## src/rtl/pic_pkg.sv

```systemverilog
// Shared types and constants for the 8259A-style interrupt-acknowledge sequencer.
package pic_pkg;

  localparam int unsigned LEVEL_W = 3;
  localparam int unsigned VEC_W   = 8;
  localparam int unsigned BASE_W  = VEC_W - LEVEL_W;

  localparam logic [LEVEL_W-1:0] SPURIOUS_LEVEL = 3'd7;

  typedef enum logic [2:0] {
    ST_IDLE,
    ST_REQ,
    ST_ACK1,
    ST_GAP,
    ST_ACK2
  } state_e;

  // Vector byte is a plain concatenation, never an add.
  function automatic logic [VEC_W-1:0] make_vector(input logic [BASE_W-1:0]  base,
                                                   input logic [LEVEL_W-1:0] lvl);
    return {base, lvl};
  endfunction

endpackage

```

## src/rtl/pic_inta_ctrl_if.sv

```systemverilog
// CPU/resolver/cascade-side signals of the INTA sequencer.
interface pic_inta_ctrl_if;
  import pic_pkg::*;

  logic                 inta_n;
  logic                 int_req;
  logic [LEVEL_W-1:0]   irq_level;
  logic [BASE_W-1:0]    vector_base;
  logic                 sngl;
  logic                 sp_en_n;
  logic [7:0]           slave_map;
  logic                 aeoi;
  logic                 cas_match;

  logic                 int_out;
  logic                 isr_set;
  logic                 irr_clr;
  logic [LEVEL_W-1:0]   isr_level;
  logic                 auto_eoi;
  logic [LEVEL_W-1:0]   cas_out;
  logic                 cas_oe;
  logic [VEC_W-1:0]     data_out;
  logic                 data_oe;
  logic                 spurious;

  modport master (
    input  inta_n, int_req, irq_level, vector_base, sngl, sp_en_n, slave_map, aeoi, cas_match,
    output int_out, isr_set, irr_clr, isr_level, auto_eoi, cas_out, cas_oe, data_out, data_oe,
           spurious
  );

  modport slave (
    output inta_n, int_req, irq_level, vector_base, sngl, sp_en_n, slave_map, aeoi, cas_match,
    input  int_out, isr_set, irr_clr, isr_level, auto_eoi, cas_out, cas_oe, data_out, data_oe,
           spurious
  );

endinterface

```

## src/rtl/pic_sync_edge.sv

```systemverilog
// Multi-flop synchroniser with registered rise/fall pulses; STAGES must be at least 2.
module pic_sync_edge #(
  parameter int unsigned STAGES  = 2,
  parameter logic        RST_VAL = 1'b1
) (
  input  logic clk,
  input  logic rst_n,
  input  logic async_i,
  output logic rise_o,
  output logic fall_o
);

  logic [STAGES-1:0] sync_q;
  logic              prev_q;
  logic              rise_q;
  logic              fall_q;

  always_ff @(posedge clk or negedge rst_n) begin
    if (!rst_n) begin
      sync_q <= {STAGES{RST_VAL}};
      prev_q <= RST_VAL;
      rise_q <= 1'b0;
      fall_q <= 1'b0;
    end else begin
      sync_q <= {sync_q[STAGES-2:0], async_i};
      prev_q <= sync_q[STAGES-1];
      rise_q <= ~prev_q & sync_q[STAGES-1];
      fall_q <= prev_q & ~sync_q[STAGES-1];
    end
  end

  assign rise_o = rise_q;
  assign fall_o = fall_q;

endmodule

```

## src/rtl/pic_inta_ctrl.sv

```systemverilog
// 8086-mode INTA sequencer: raises INT, tracks both INTA pulses, drives CAS and the vector.
module pic_inta_ctrl
  import pic_pkg::*;
#(
  parameter int unsigned SYNC_STAGES = 2
) (
  input  logic             clk,
  input  logic             rst_n,
  pic_inta_ctrl_if.master  bus
);

  logic inta_rise, inta_fall;

  pic_sync_edge #(.STAGES(SYNC_STAGES), .RST_VAL(1'b1)) u_inta_sync (
    .clk     (clk),
    .rst_n   (rst_n),
    .async_i (bus.inta_n),
    .rise_o  (inta_rise),
    .fall_o  (inta_fall)
  );

  state_e               state_q, state_d;
  logic                 int_out_q, int_out_d;
  logic                 isr_set_q, isr_set_d;
  logic                 irr_clr_q, irr_clr_d;
  logic                 auto_eoi_q, auto_eoi_d;
  logic [LEVEL_W-1:0]   level_q, level_d;
  logic                 spurious_q, spurious_d;
  logic                 cas_oe_q, cas_oe_d;
  logic [LEVEL_W-1:0]   cas_out_q, cas_out_d;
  logic                 data_oe_q, data_oe_d;
  logic [VEC_W-1:0]     data_out_q, data_out_d;

  logic                 master_c;
  logic [LEVEL_W-1:0]   ack_level_c;
  logic                 cas_sel_c;
  logic                 data_sel_c;

  assign master_c    = bus.sp_en_n & ~bus.sngl;
  assign ack_level_c = bus.int_req ? bus.irq_level : SPURIOUS_LEVEL;
  assign cas_sel_c   = master_c & bus.slave_map[ack_level_c];
  // A slave re-samples cas_match every cycle of pulse 2.
  assign data_sel_c  = bus.sngl
                     | (master_c & ~bus.slave_map[level_q])
                     | (~bus.sp_en_n & ~bus.sngl & bus.cas_match);

  always_comb begin
    state_d    = state_q;
    int_out_d  = 1'b0;
    isr_set_d  = 1'b0;
    irr_clr_d  = 1'b0;
    auto_eoi_d = 1'b0;
    level_d    = level_q;
    spurious_d = spurious_q;
    cas_oe_d   = cas_oe_q;
    cas_out_d  = cas_out_q;
    data_oe_d  = 1'b0;
    data_out_d = data_out_q;

    case (state_q)
      ST_IDLE: begin
        if (bus.int_req) begin
          state_d   = ST_REQ;
          int_out_d = 1'b1;
        end
      end
      // INT stays up even if the request vanishes; the CPU is already committed.
      ST_REQ: begin
        int_out_d = 1'b1;
        if (inta_fall) begin
          state_d    = ST_ACK1;
          int_out_d  = 1'b0;
          level_d    = ack_level_c;
          spurious_d = ~bus.int_req;
          isr_set_d  = bus.int_req;
          irr_clr_d  = bus.int_req;
          cas_oe_d   = cas_sel_c;
          cas_out_d  = cas_sel_c ? ack_level_c : LEVEL_W'(0);
        end
      end
      ST_ACK1: begin
        if (inta_rise) state_d = ST_GAP;
      end
      ST_GAP: begin
        if (inta_fall) begin
          state_d    = ST_ACK2;
          data_oe_d  = data_sel_c;
          data_out_d = make_vector(bus.vector_base, level_q);
        end
      end
      ST_ACK2: begin
        data_oe_d = data_sel_c;
        if (inta_rise) begin
          state_d    = ST_IDLE;
          data_oe_d  = 1'b0;
          data_out_d = VEC_W'(0);
          cas_oe_d   = 1'b0;
          cas_out_d  = LEVEL_W'(0);
          auto_eoi_d = bus.aeoi & ~spurious_q;
          spurious_d = 1'b0;
        end
      end
      default: state_d = ST_IDLE;
    endcase
  end

  always_ff @(posedge clk or negedge rst_n) begin
    if (!rst_n) begin
      state_q    <= ST_IDLE;
      int_out_q  <= 1'b0;
      isr_set_q  <= 1'b0;
      irr_clr_q  <= 1'b0;
      auto_eoi_q <= 1'b0;
      level_q    <= LEVEL_W'(0);
      spurious_q <= 1'b0;
      cas_oe_q   <= 1'b0;
      cas_out_q  <= LEVEL_W'(0);
      data_oe_q  <= 1'b0;
      data_out_q <= VEC_W'(0);
    end else begin
      state_q    <= state_d;
      int_out_q  <= int_out_d;
      isr_set_q  <= isr_set_d;
      irr_clr_q  <= irr_clr_d;
      auto_eoi_q <= auto_eoi_d;
      level_q    <= level_d;
      spurious_q <= spurious_d;
      cas_oe_q   <= cas_oe_d;
      cas_out_q  <= cas_out_d;
      data_oe_q  <= data_oe_d;
      data_out_q <= data_out_d;
    end
  end

  assign bus.int_out   = int_out_q;
  assign bus.isr_set   = isr_set_q;
  assign bus.irr_clr   = irr_clr_q;
  assign bus.isr_level = level_q;
  assign bus.auto_eoi  = auto_eoi_q;
  assign bus.spurious  = spurious_q;
  assign bus.cas_oe    = cas_oe_q;
  assign bus.cas_out   = cas_out_q;
  assign bus.data_oe   = data_oe_q;
  assign bus.data_out  = data_out_q;

endmodule
```

## src/flat_wrapper.sv

```systemverilog
// flat-port wrapper written by rule: the top's interface ports become plain ports
module pic_inta_ctrl_flat import pic_pkg::*;
#(
  parameter int unsigned SYNC_STAGES = 2
)
  (clk, rst_n, bus_inta_n, bus_int_req, bus_irq_level, bus_vector_base, bus_sngl, bus_sp_en_n, bus_slave_map, bus_aeoi, bus_cas_match, bus_int_out, bus_isr_set, bus_irr_clr, bus_isr_level, bus_auto_eoi, bus_cas_out, bus_cas_oe, bus_data_out, bus_data_oe, bus_spurious);
  pic_inta_ctrl_if bus_i ();
  input  logic clk;
  input  logic rst_n;
  input wire logic [$bits(bus_i.inta_n)-1:0] bus_inta_n;
  input wire logic [$bits(bus_i.int_req)-1:0] bus_int_req;
  input wire logic [$bits(bus_i.irq_level)-1:0] bus_irq_level;
  input wire logic [$bits(bus_i.vector_base)-1:0] bus_vector_base;
  input wire logic [$bits(bus_i.sngl)-1:0] bus_sngl;
  input wire logic [$bits(bus_i.sp_en_n)-1:0] bus_sp_en_n;
  input wire logic [$bits(bus_i.slave_map)-1:0] bus_slave_map;
  input wire logic [$bits(bus_i.aeoi)-1:0] bus_aeoi;
  input wire logic [$bits(bus_i.cas_match)-1:0] bus_cas_match;
  output wire logic [$bits(bus_i.int_out)-1:0] bus_int_out;
  output wire logic [$bits(bus_i.isr_set)-1:0] bus_isr_set;
  output wire logic [$bits(bus_i.irr_clr)-1:0] bus_irr_clr;
  output wire logic [$bits(bus_i.isr_level)-1:0] bus_isr_level;
  output wire logic [$bits(bus_i.auto_eoi)-1:0] bus_auto_eoi;
  output wire logic [$bits(bus_i.cas_out)-1:0] bus_cas_out;
  output wire logic [$bits(bus_i.cas_oe)-1:0] bus_cas_oe;
  output wire logic [$bits(bus_i.data_out)-1:0] bus_data_out;
  output wire logic [$bits(bus_i.data_oe)-1:0] bus_data_oe;
  output wire logic [$bits(bus_i.spurious)-1:0] bus_spurious;
  assign bus_i.inta_n = bus_inta_n;
  assign bus_i.int_req = bus_int_req;
  assign bus_i.irq_level = bus_irq_level;
  assign bus_i.vector_base = bus_vector_base;
  assign bus_i.sngl = bus_sngl;
  assign bus_i.sp_en_n = bus_sp_en_n;
  assign bus_i.slave_map = bus_slave_map;
  assign bus_i.aeoi = bus_aeoi;
  assign bus_i.cas_match = bus_cas_match;
  assign bus_int_out = bus_i.int_out;
  assign bus_isr_set = bus_i.isr_set;
  assign bus_irr_clr = bus_i.irr_clr;
  assign bus_isr_level = bus_i.isr_level;
  assign bus_auto_eoi = bus_i.auto_eoi;
  assign bus_cas_out = bus_i.cas_out;
  assign bus_cas_oe = bus_i.cas_oe;
  assign bus_data_out = bus_i.data_out;
  assign bus_data_oe = bus_i.data_oe;
  assign bus_spurious = bus_i.spurious;
  pic_inta_ctrl #(.SYNC_STAGES(SYNC_STAGES)) u_core (.clk(clk), .rst_n(rst_n), .bus(bus_i));
endmodule
```

## config.mk

```make
export PLATFORM = sky130hd
export DESIGN_NAME = pic_inta_ctrl_flat
export DESIGN_NICKNAME = d
export VERILOG_FILES = /design/src/rtl/pic_pkg.sv /design/src/rtl/pic_inta_ctrl_if.sv /design/src/rtl/pic_sync_edge.sv /design/src/rtl/pic_inta_ctrl.sv /design/src/flat_wrapper.sv
export SDC_FILE = /design/constraint.sdc
export NUM_CORES = 1
export LEC_CHECK = 0
export CAP_MARGIN = 20
export CORE_ASPECT_RATIO = 2
export CORE_MARGIN = 2
export CORE_UTILIZATION = 34
export DETAILED_ROUTE_END_ITERATION = 7
export PLACE_DENSITY = 0.66
export SKIP_CTS_REPAIR_TIMING = 1
export SLEW_MARGIN = 20
export SYNTH_ARGS = -nofsm -noshare
export SYNTH_HDL_FRONTEND = slang
export SYNTH_SLANG_ARGS = --single-unit
```

## constraint.sdc

```tcl
create_clock -name clk -period 1.4 [get_ports clk]
set_input_delay 0.42 -clock clk [delete_from_list [all_inputs] [get_ports clk]]
set_output_delay 0.42 -clock clk [all_outputs]
set_load 0.005 [all_outputs]
```

Figure 1. Cell area per tile (run 1).
(6 px per um) The die is cut into 5 by 9 equal tiles; dark blue is low, red is high, 0 to 100% covered.
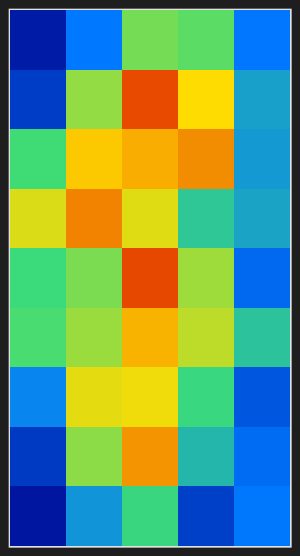
The mean over all tiles is 50%. 18% of the tiles are over 75% full. The emptiest ninth of the die: lower right.

Figure 2. M1 wires (run 1).
(8 px per um) Supply wires on this layer in grey.
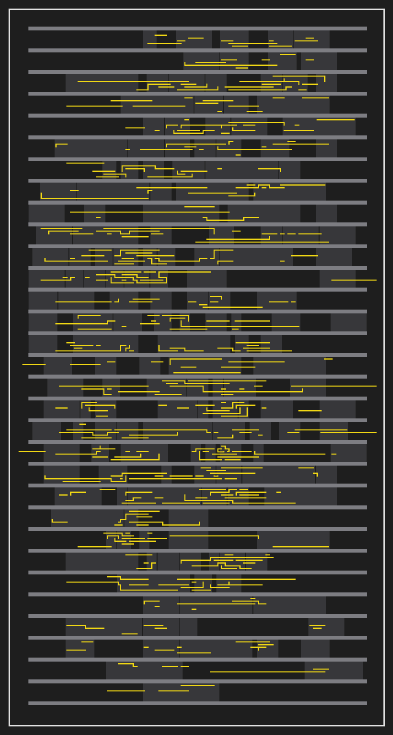
The wires run mostly horizontal. The layer carries 1270 um of wire.

==> GITHUB_STEP_SUMMARY, run 1 <==
### Yosys + OpenROAD results

| Metric | Value |
|---|---|
| FILL cells | 310 |
| Clock buffers | 4 |
| HP Start | u_core.u_inta_sync.sync_q[0]$_DFF_PN1_ |
| Fraction of area in registers | 0.330 |
| Port Buffers | 44 |
| Site Rows | 31 |
| ANT nets after route | 0 |
| Pins over their slew limit | 0 |
| Crit path buffers/inverters | 0 |
| WS Path Type | flip-flop to flip-flop |
| Worst vdd ir | 0.827 mV |
| Slowest-stage cell, CP | or4b_4 |
| TritonCTS Sinks | 28 |
| Clk_skew | 0.00136 ns |
| Post-synthesis sequential area ratio | 0.569 |
| RSZ-0062 raised after global routing | true |
| Placed cell area | 0.00185 mm2 |
| Clk buf depth | 2 |
| Mi-comb count | 66 |
| EDFF count, synth | 0 |
| Mapped cell area | 0.00124 mm2 |
| Synthesis warning total | 0 |
| Layout Nets | 202 |
| Minimum clock period | 1.58 ns |
| DR vias | 1089 |
| Max Fclk | 633 MHz |
| TritonCTS Buffers | 3 |
| Slew margin rel. | 0.724 |
| Drc violations | 0 |
| # diodes | 0 |
| Clk tree area frac | 0.0257 |
| Top-Level Pins | 45 |
| Critical Path Sink | u_core.bus.cas_out[0]$_DFFE_PN0P_ |
| Post-route setup slack | -0.179 ns |
| CP Depth | 4 |
| Top cell excl fill/tap | dlymetal6s2s_1 |
| Most numerous logic cells after layout | 29 x dlymetal6s2s_1, 28 x buf_4, 24 x dfrtp_1, 14 x clkdlybuf4s50_1, 8 x a22o_1 |
| Syn Nets | 126 |
| Final WL | 3300 um |
| Root Buffer | clkbuf_8 |
| Synth Instances | 102 |
| Async set-or-reset flop fraction in the synthesized netlist | 1.00 |
| PnR Total Power | 3.49 mW |
| Gate power share | 0.496 |
| Non-clock buffer count | 76 |
| Largest cell class by area | non-clock buffers |
| Crit-path max cell delay | 0.54 ns |
| Reg-to-Reg End | u_core.bus.cas_out[0]$_DFFE_PN0P_ |
| Worst hold-check path type | flip-flop to flip-flop |
| Status | complete, but fails checks |
| Crit Path Max Fanout | 3 |
| Worst EP arrival | 1.77 ns |
| Inverters | 3 |
| CTS tree | yes |
| H-tree depth | 1 |
| Global route overflow | 0 |
| Ys cells | 102 |
| Logic area | 534 um2 |
| Num sequential | 28 |
| Final setup viols | 19 |
| FF+latch area | 706 um2 |
| Worst flop-to-flop path startpoint | u_core.state_q[2]$_DFFE_PN0P_ |
| Failing checks | negative setup slack |
| Switching Share | 0.299 |
| Clk latency late pin | 0.27 ns |
| Vias in the first global route | 1108 |
| Number of DRC markers in iteration 0 | 19 |
| CP top delay family | simple AND/OR/NAND/NOR gates |
| Hold slack | 0.361 ns |
| Largest net degree at the start of global routing | 29 |
| Setup TNS | -1.83 ns |
| Die H | 89.4 um |
| Setup slack at placement | -0.566 ns |
| Fp_density | 0.347 |
| Tool warnings | 28 |
| Worst-path clk slew | 0.09 ns |
| Post-DR wirelength/cell | 14.6 um |
| Tightest Pin Transition | 0.403 ns |
| Routability congestion estimate | 0.765 |
| Core area | 0.00357 mm2 |
| Cell area after layout | 0.00214 mm2 |
| Area delta synth->final | 72.7% |
Figure 3. Drive-strength map (run 1).
(6 px per um)
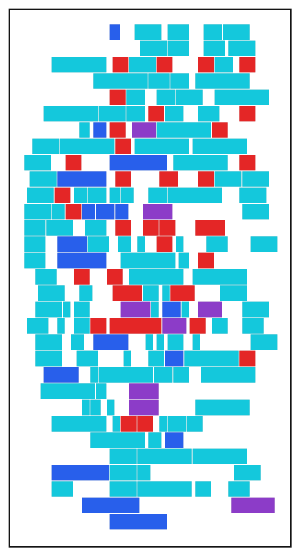
Key: purple = _6 and larger [cells 8, most used clkbuf_8]; blue = _2 cells [cells 17]; cyan = _0 and _1 cells [cells 119, most used dlymetal6s2s_1]; red = _3 and _4 cells [cells 33, most used buf_4]

Figure 4. Port wiring (run 1).
(6 px per um)
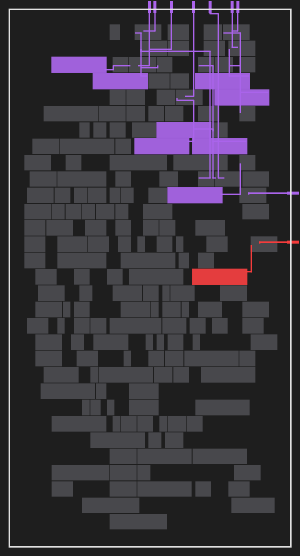
Key: purple = bus_data_out [bits 8, direction output, edge 7 top, 1 right, end cells 8, buffers 8, wire 221 um]; red = bus_data_oe [bits 1, direction output, edge right, end cells 1, buffers 1, wire 10.3 um]

## run 1: routing by layer
metal / vias to the layer above / share of wire / GRT usage
li1: 522 / - / -
met1: 535 / 0.39 / 0.195
met2: 30 / 0.56 / 0.283
met3: 2 / 0.039 / 0.0222
met4: 0 / 0.011 / 0.0833
met5: - / 0 / 0
## run 1: synth_stat cells (2+ instances only)
library cell / number / area [um2]
mux4_2: 2 / 45.0
nor2b_1: 6 / 37.5
nor2_1: 9 / 33.8
nand3_1: 2 / 10.0
a21oi_1: 2 / 10.0
nand3b_1: 2 / 15.0
dfrtp_1: 25 / 626
buf_4: 2 / 15.0
mux2i_1: 3 / 30.0
a22o_1: 8 / 70.1
nand2_1: 7 / 26.3
dfstp_2: 3 / 78.8
a211oi_1: 2 / 15.0
inv_1: 3 / 11.3
a31oi_1: 2 / 12.5
o21ai_1: 2 / 10.0
## run 1: power by group through the flow
stage                     clock network, mW  logic [mW]  registers (mW)
final                                 0.481        1.73            1.28
after global routing                  0.546        1.87            1.30
after CTS                             0.504        1.43            1.31
after detailed placement                  0        1.43            1.32
after global placement                    0        1.39            1.31
after floorplan                           0       0.588            1.32
## run 1: through the flow
step                       util  std cells
after floorplan               -        102
after global placement    0.519        207
after detailed placement  0.519        207
after CTS                 0.534        211
after global routing      0.600        226
final                     0.600        226
## run 1: logic make-up (layout without fill, tap and decap cells)
logic type      after synthesis  after routing  synth area share
flops                        28             28             0.569
compound gates               27             27             0.176
mux                           5              5            0.0606
buf+inv                       8             83            0.0374
simple gates                 33             33             0.151
xor+xnor                      1              1           0.00707
## run 1: sequential cells by signal (all words and copies together) (netlist names), 2 cells and up
signal and cells:
u_core.bus.cas_out 3, u_core.u_inta_sync.sync_q 2, u_core.bus.data_out 8, u_core.state_q 3, u_core.bus.isr_level 3
Figure 5. Placed standard cells (run 1).
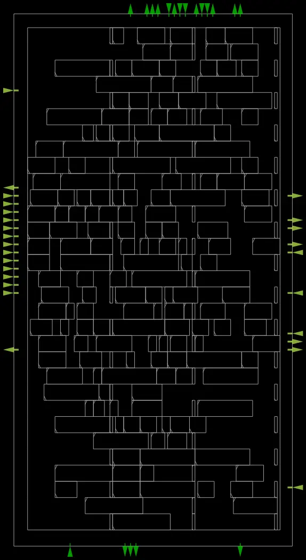

--- run 2 (diff from run 1) ---
Settings changed: CORE_MARGIN 2 to not set.
Figure 6. Placed standard cells (run 2).
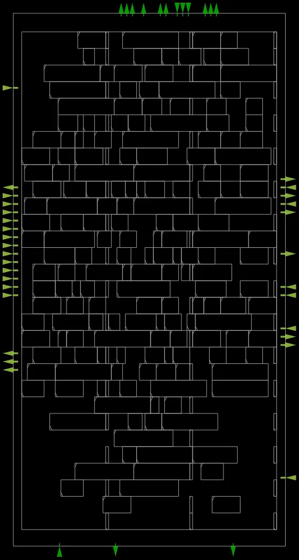
num sequential: 28
Util after Layout: 0.632

==> run 2 against run 1 <==
Net effect:
- the flow still finishes with violations (negative setup slack)
- setup slack worse by 0.039 ns
- clock-buffer cell count stayed put
- sequential power hardly changed
- clock skew hardly changed
- die area decreased by 6.4%
- highest routed layer unchanged
- largest cell class unchanged
- via count rose by 1.8%
- first-iteration DRC count up 5.3%
- combinational power hardly changed
- critical path depth increased by 1
- register-to-register slack got worse by 0.04 ns
==> GITHUB_STEP_SUMMARY, run 2 <==
### Yosys + OpenROAD results

| Metric | Value |
|---|---|
| Final cell count without fillers | 226 (unchanged) |
| # diodes | 0 (unchanged) |
| Port Buffers | 44 (unchanged) |
| Largest net degree at the start of global routing | 24 (-17%) |
| Pins over their slew limit | 0 (unchanged) |
| Share of cells above drive strength 1 | 0.337 |
| Status | complete, but fails checks |
| DR vias | 1109 (+1.8%) |
| Post-route setup slack | -0.218 ns (-0.0388 ns) |
| Crit Path Max Fanout | 3 (unchanged) |
| Failing checks | negative setup slack |
| Worst path cell trace | or4b_4 -> buf_4 -> nor2_4 -> a32oi_2 -> o21ai_1 |
| Final setup viols | 19 (unchanged) |
| Worst EP arrival | 1.82 ns (+0.05 ns) |
| Reg-to-Reg End | u_core.bus.cas_out[1]$_DFFE_PN0P_ |
| Synthesis warning total | 0 (unchanged) |
| Syn Nets | 126 (unchanged) |
| Hold Crit Depth | 0 |
| Syn Area/Cell | 12.1 um2 |
| Critical path origin | u_core.state_q[1]$_DFFE_PN0P_ |
| CTS tree | yes |
| Routed wl met2 | 1780 um (-4.5%) |
| DR pass1 iterations | 5 |
| Most numerous logic cells after layout | 30 x buf_4, 29 x dlymetal6s2s_1, 24 x dfrtp_1, 14 x clkdlybuf4s50_1, 8 x a22o_1 |
| Root Buffer | clkbuf_8 |
| Max reg flops | 8 (unchanged) |
| Max Fclk | 618 MHz (-2.4%) |
| Met1 WL | 1290 um (+1.4%) |
| Global route overflow | 0 (unchanged) |
| Worst-path clk slew | 0.09 ns (about the same) |
| Post-DP HPWL | 2310 um |
| Area delta synth->final | 74.1% |
| Ys cells | 102 (unchanged) |
| Register-to-Register Setup Slack | -0.22 ns |
| Setup slack at placement | -0.566 ns (+0.000641 ns) |
| Die X | 44.7 um |
| Async set-or-reset flop fraction in the synthesized netlist | 1.00 (unchanged) |
| Slowest-stage cell, CP | or4b_4 |
| Worst hold-check path type | flip-flop to flip-flop |
| Fp_density | 0.363 (+0.0155) |
| Post-synth regs | 28 |
| First-pass GRT wire length | 4710 um |
| Tool warnings | 28 (unchanged) |
| PwrDens | 1590 mW/mm2 |
| Final WL | 3270 um (-1.0%) |
| Mapped cell area | 0.00124 mm2 (unchanged) |
| Max Cap Viol | 0 |
| Clk_skew | 0.00134 ns (-0.0000276 ns) |
| Final Hold Viols | 0 |
| Met1 Use GR | 0.191 (-0.00468) |
| Crit start category | flip-flop |
| Top sig layer | met4 |
| Met3 WL | 152 um (+19%) |
| Crit path buffers/inverters | 1 (+1) |
| ANT nets after route | 0 (unchanged) |
| Post-synth top area share | 0.505 (unchanged) |
| Final worst-path cycle share | 1.16 |
| Met2 usage in global routing | 0.282 (-0.000743) |
| Busiest grt layer | met2 |
| TritonCTS Sinks | 28 (unchanged) |
| Cell taking the most area after synthesis | dfrtp_1 |
| Crit-path max cell delay | 0.57 ns (+0.03 ns) |
| Hold Crit Endpoint | u_core.u_inta_sync.sync_q[1]$_DFF_PN1_ |
| Drc violations | 0 (unchanged) |
| Tot GR Track Use | 0.162 |
| Layout Nets | 203 (+0.50%) |
| Post-DR wirelength/cell | 14.5 um (-1.0%) |
| Top-Level Pins | 45 (unchanged) |
| WS Path Type | flip-flop to flip-flop |
| Die H | 87.4 um (-2.2%) |
| Full die area | 0.00390 mm2 |
| Site Rows | 30 (-3.2%) |
| DR vias/cell | 4.91 |
| Cell area leaders | dfrtp_1 51%, dfstp_2 6.4%, a22o_1 5.7%, mux4_2 3.6%, nor2b_1 3.0% |
| EDFF count, synth | 0 (unchanged) |
| Yosys stat area | 0.00124 mm2 |
| HP Start | u_core.u_inta_sync.sync_q[0]$_DFF_PN1_ |
| Post-synthesis sequential area ratio | 0.569 (unchanged) |
| CP top delay family | simple AND/OR/NAND/NOR gates |
| Core area | 0.00342 mm2 (-4.3%) |
| Worst flop-to-flop path startpoint | u_core.state_q[1]$_DFFE_PN0P_ |
| P_leak | 1.28 nW |
| Routability congestion estimate | 0.779 (+1.8%) |
| Number of DRC markers in iteration 0 | 20 (+1) |
| Top cell excl fill/tap | buf_4 |
| Commonest cells post-synth | 25 x dfrtp_1, 9 x nor2_1, 8 x a22o_1 |
| Clk latency late pin | 0.27 ns (about the same) |
| Reg2reg path depth | 5 |
| Synth Instances | 102 (unchanged) |
| Crit path required time | 1.60 ns |
| CP Capture Type | flip-flop |
| RSZ-0062 raised after global routing | true |
| Most used flip-flop cell | dfrtp_1 |
| TritonCTS Buffers | 3 (unchanged) |
| Antenna violations before repair | 0 |
| Vias in the first global route | 1056 (-4.7%) |
| Clk buf depth | 2 (unchanged) |
| Most common cell in the synthesized netlist | dfrtp_1 |
| Cells after DPL | 207 (unchanged) |
| Slew margin rel. | 0.741 (+0.0166) |
| M3 GR Usage | 0.0249 (+0.00267) |
| H-tree depth | 1 (unchanged) |
| Tightest Pin Transition | 0.379 ns (-0.0243 ns) |
| Worst vdd ir | 0.961 mV (+16%) |
| Minimum clock period | 1.62 ns (+0.0388 ns) |
| Synth unique cells | 38 |
Figure 7. Sequential cells coloured by netlist name (run 2).
(6 px per um) Other sequential cells in the stronger grey, the rest of the logic in the fainter grey.
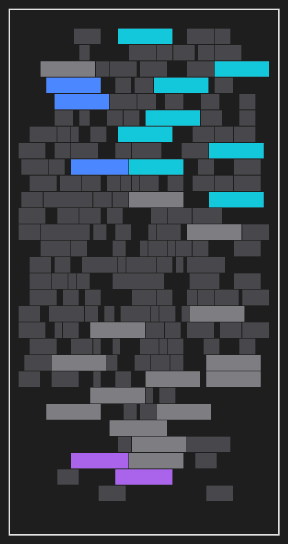
Key: purple = u_core.u_inta_sync.sync_q [placed flops 2]; cyan = u_core.bus.data_out [placed flops 8]; blue = u_core.bus.isr_level [placed flops 3]
Another 15 sequential cells are not coloured.

[run 2: cell count changes in the layout (fill, tap and decap cells not counted), sizes merged]
cell | before | now
buf | 32 | 33
[run 2: area by class of cell]
cell class | instances | area [um2]
clock buffer | 4 | 45.0
fill | 266 | 1260
inverter | 3 | 11.3
multi-input combinational | 66 | 559
sequential | 28 | 706
tap | 48 | 60.1
timing repair buffer | 77 | 776
[run 2: logic make-up after synthesis]
kind of cell,after synthesis,synth area share
AND/OR/NAND/NOR,33,0.151
flip-flops,28,0.569
AND-OR/OR-AND,27,0.176
buffers and inverters,8,0.0374
multiplexers,5,0.0606
XOR/XNOR,1,0.00707
[run 2: through the flow]
stage	util	hold slack (ns)	cell area, um2	power, mW	setup TNS [ns]
global placement	0.544	0.347	1860	2.70	-3.37
detailed placement	0.544	0.351	1860	2.74	-3.72
global route	0.632	0.364	2160	3.64	-2.69
floorplan	-	0.124	1250	1.91	-0.312
CTS	0.557	0.360	1900	3.19	-5.21
finish	0.632	0.360	2160	3.44	-1.55
[run 2: worst max-delay path by stage]
stage / to / slack [ns] / depth (start not counted)
final: u_core.bus.cas_out[1]$_DFFE_PN0P_ / -0.22 / 5
after global routing: u_core.bus.cas_out[0]$_DFFE_PN0P_ / -0.28 / 4
after CTS: u_core.bus.cas_out[1]$_DFFE_PN0P_ / -0.31 / 5
after detailed placement: u_core.bus.cas_out[1]$_DFFE_PN0P_ / -0.57 / 5
after global placement: u_core.bus.cas_out[1]$_DFFE_PN0P_ / -0.52 / 5
after floorplan: u_core.bus.cas_out[0]$_DFFE_PN0P_ / -0.12 / 5
[run 2: power breakdown]
| group | internal [mW] | switching (mW) |
|---|---|---|
| logic | 1.08 | 0.651 |
| registers | 1.10 | 0.157 |
| clock network | 0.204 | 0.245 |
| total | 2.39 | 1.05 |
Figure 8. M1 wires (run 2).
(8 px per um) Supply wires on this layer in grey.
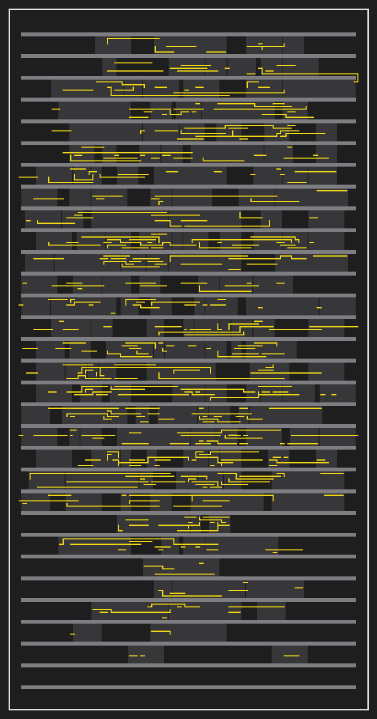

--- run 3 (diff from run 2) ---
Settings changed: CAP_MARGIN 20 to not set, PLACE_DENSITY 0.66 to 0.64, TNS_END_PERCENT set to 30.
Clock period 1.4 ns to 1.64 ns, I/O delays scaled along.
Figure 9. M1 wires (run 3).
(8 px per um) Supply wires on this layer in grey.
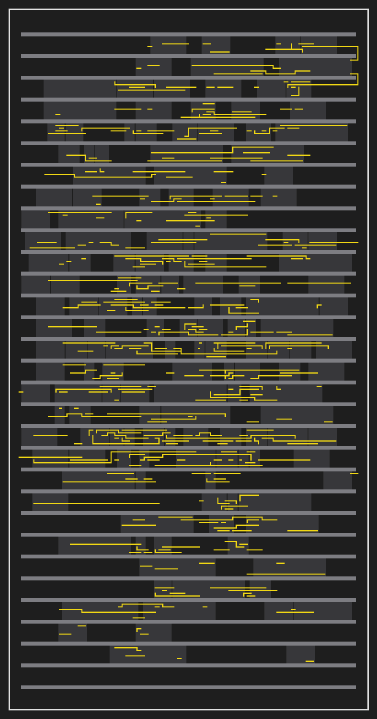
The layer holds 38% of the routed length. The layer carries 1170 um of wire. The wires run mostly horizontal. 160 nets have wire on it. The longest straight run is 15.6 um.

==> run 3 against run 2 <==
Net effect:
- the run now ends clean
- wire length fell by 6.2%
- flip-flop count unchanged
- worst hold slack better by 0.0023 ns
- design area down 8.4%
- clock-buffer cell count is the same
- via count decreased by 7.8%
- sequential share of layout area increased by 3.0 points
- critical path type is now input port to flip-flop
- highest routed layer unchanged
==> GITHUB_STEP_SUMMARY, run 3 <==
### Yosys + OpenROAD results

| Metric | Value |
|---|---|
| Most common cell in the synthesized netlist | dfrtp_1 |
| Cell area leaders | dfrtp_1 51%, dfstp_2 6.4%, a22o_1 5.7%, mux4_2 3.6%, nor2b_1 3.0% |
| TritonCTS Buffers | 3 (unchanged) |
| Minimum clock period | 1.60 ns |
| P_leak | 1.11 nW (-13%) |
| Max Fclk | 624 MHz |
| Mapped cell area | 0.00124 mm2 (unchanged) |
| Status | complete, no violations |
| Synth unique cells | 38 (unchanged) |
| Sequential group share of total power | 0.418 (+0.052) |
| # diodes | 0 (unchanged) |
| Cell taking the most area after synthesis | dfrtp_1 |
| ANT nets after route | 0 (unchanged) |
| Number of DRC markers in iteration 0 | 14 (-30%) |
| Comb group | 1.17 mW (-32%) |
| Clock network fraction of design power | 0.139 (+0.008) |
| Final worst-path cycle share | 0.976 |
| Worst EP arrival | 1.81 ns (about the same) |
| EDFF count, synth | 0 (unchanged) |
| DR vias | 1022 (-7.8%) |
| Share of cells above drive strength 1 | 0.222 (-0.115) |
| Vias in the first global route | 1048 (-0.76%) |
| Switching Share | 0.303 (-0.00350) |
| CTS tree | yes |
| CP top delay family | multiplexers |
| Cell area after layout | 0.00198 mm2 (-8.4%) |
| Clk. pwr | 0.367 mW (-18%) |
| Ys cells | 102 (unchanged) |
| Worst hold-check path type | flip-flop to flip-flop |
| Final WL | 3060 um (-6.2%) |
| Crit start category | input port |
| Tool warnings | 27 (-3.6%) |
| Core area | 0.00342 mm2 (unchanged) |
| Post-route setup slack | 0.0386 ns (+0.256 ns) |
| Post-synthesis sequential area ratio | 0.569 (unchanged) |
| DR pass1 iterations | 4 (-1) |
| Most used flip-flop cell | dfrtp_1 |
| CP Capture Type | flip-flop |
| Total net switching power | 0.797 mW (-24%) |
| Yosys stat area | 0.00124 mm2 (unchanged) |
| Gate power share | 0.442 (-0.061) |
| Syn Nets | 126 (unchanged) |
| First-pass GRT wire length | 4860 um (+3.1%) |
| Clk_skew | 0.00307 ns (+0.00174 ns) |
| Clk latency late pin | 0.26 ns (about the same) |
| Async set-or-reset flop fraction in the synthesized netlist | 1.00 (unchanged) |
| Cells after DPL | 204 (-1.4%) |
| Worst-path clk slew | 0.09 ns (about the same) |
| PwrDens | 1330 mW/mm2 (-16%) |
| Internal | 1.84 mW (-23%) |
| Global route overflow | 0 (unchanged) |
| Largest net degree at the start of global routing | 29 (+21%) |
| Pins over their slew limit | 0 (unchanged) |
| Crit-path max cell delay | 0.47 ns (-0.10 ns) |
| Slowest-stage cell, CP | mux4_2 |
| Crit path buffers/inverters | 1 (unchanged) |
| Post-DP HPWL | 2310 um (+0.20%) |
| Post-synth top area share | 0.505 (unchanged) |
| Final cell count without fillers | 210 (-7.1%) |
| Synth Instances | 102 (unchanged) |
| Die H | 87.4 um (unchanged) |
| Final setup viols | 0 (-19) |
| Util after Layout | 0.579 (-0.0527) |
| Final Hold Viols | 0 (unchanged) |
| Worst path cell trace | clkdlybuf4s50_1 -> mux4_2 -> a2bb2oi_1 -> a31oi_1 -> o21a_1 |
| Crit Path Max Fanout | 2 (-1) |
| Setup TNS | 0 ns (+1.55 ns) |
| Setup slack at placement | -0.433 ns (+0.133 ns) |
| Drc violations | 0 (unchanged) |
| Tot GR Track Use | 0.166 (+0.00401) |
| Slew margin rel. | 0.760 (+0.0192) |
| Hold slack | 0.362 ns (+0.00235 ns) |
| Max reg flops | 8 (unchanged) |
| PnR Total Power | 2.63 mW (-23%) |
| Site Rows | 30 (unchanged) |
| DR vias/cell | 4.87 (-0.82%) |
| Register-to-Register Setup Slack | 0.06 ns (+0.28 ns) |
| RSZ-0062 raised after global routing | true |
| Routability congestion estimate | 0.782 (+0.45%) |
| Root Buffer | clkbuf_8 |
| Commonest cells post-synth | 25 x dfrtp_1, 9 x nor2_1, 8 x a22o_1 |
| Post-DR wirelength/cell | 14.6 um (+0.90%) |
| WS Path Type | input port to flip-flop |
| Placed cell area | 0.00183 mm2 (-1.5%) |
| TritonCTS Sinks | 28 (unchanged) |
| Die X | 44.7 um (unchanged) |
Figure 10. Port wiring (run 3).
(6 px per um)
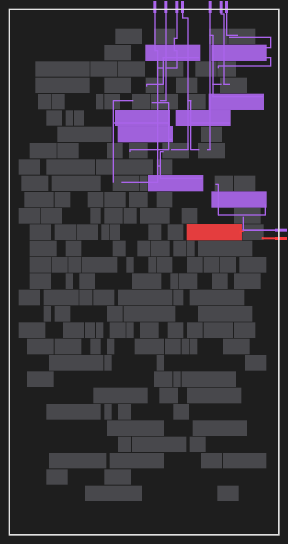
Top-Level Pins: 45
Port Buffers: 44

==> run 3: netlist changes by cell type in the layout (fill, tap and decap cells not counted), moves of 2 or more <==
cell             change
nor2_4               -2
buf_6                -2
buf_4               -14
clkdlybuf4s50_1      +6
dlymetal6s2s_1       -5
nor2_1               +2
==> run 3: per-layer routing <==
layer	routed length (um)	track usage
met5	0	0
met4	30	0.0579
met3	125	0.0207
met2	1740	0.283
met1	1170	0.209
==> run 3: cell families (layout without fill, tap and decap cells) <==
kind of cell    Yosys count  in the layout  share of synthesized area
simple gates             33             33                      0.151
flops                    28             28                      0.569
compound gates           27             27                      0.176
buf+inv                   8             68                     0.0374
mux                       5              5                     0.0606
xor+xnor                  1              1                    0.00707
==> run 3: cell type report <==
class	count	area [um2]
Fill cell	300	1440
Multi-Input combinational cell	66	514
Sequential cell	28	706
Timing Repair Buffer	61	641
Inverter	3	11.3
Clock buffer	4	45.0
Tap cell	48	60.1
==> run 3: path summary, 6_finish.rpt <==
check / start / endpoint / depth (start not counted)
max reg2reg: u_core.state_q[2]$_DFFE_PN0P_ / u_core.bus.cas_out[1]$_DFFE_PN0P_ / 4
max: bus_slave_map[3] / u_core.bus.data_oe$_DFF_PN0_ / 5
min reg2reg: u_core.u_inta_sync.sync_q[0]$_DFF_PN1_ / u_core.u_inta_sync.sync_q[1]$_DFF_PN1_ / 0
min in group asynchronous: rst_n / u_core.u_inta_sync.fall_o$_DFF_PN0_ / 2
min: u_core.u_inta_sync.sync_q[0]$_DFF_PN1_ / u_core.u_inta_sync.sync_q[1]$_DFF_PN1_ / 0
max in group asynchronous: rst_n / u_core.u_inta_sync.prev_q$_DFF_PN1_ / 2
Power and IR drop assume default switching activity.
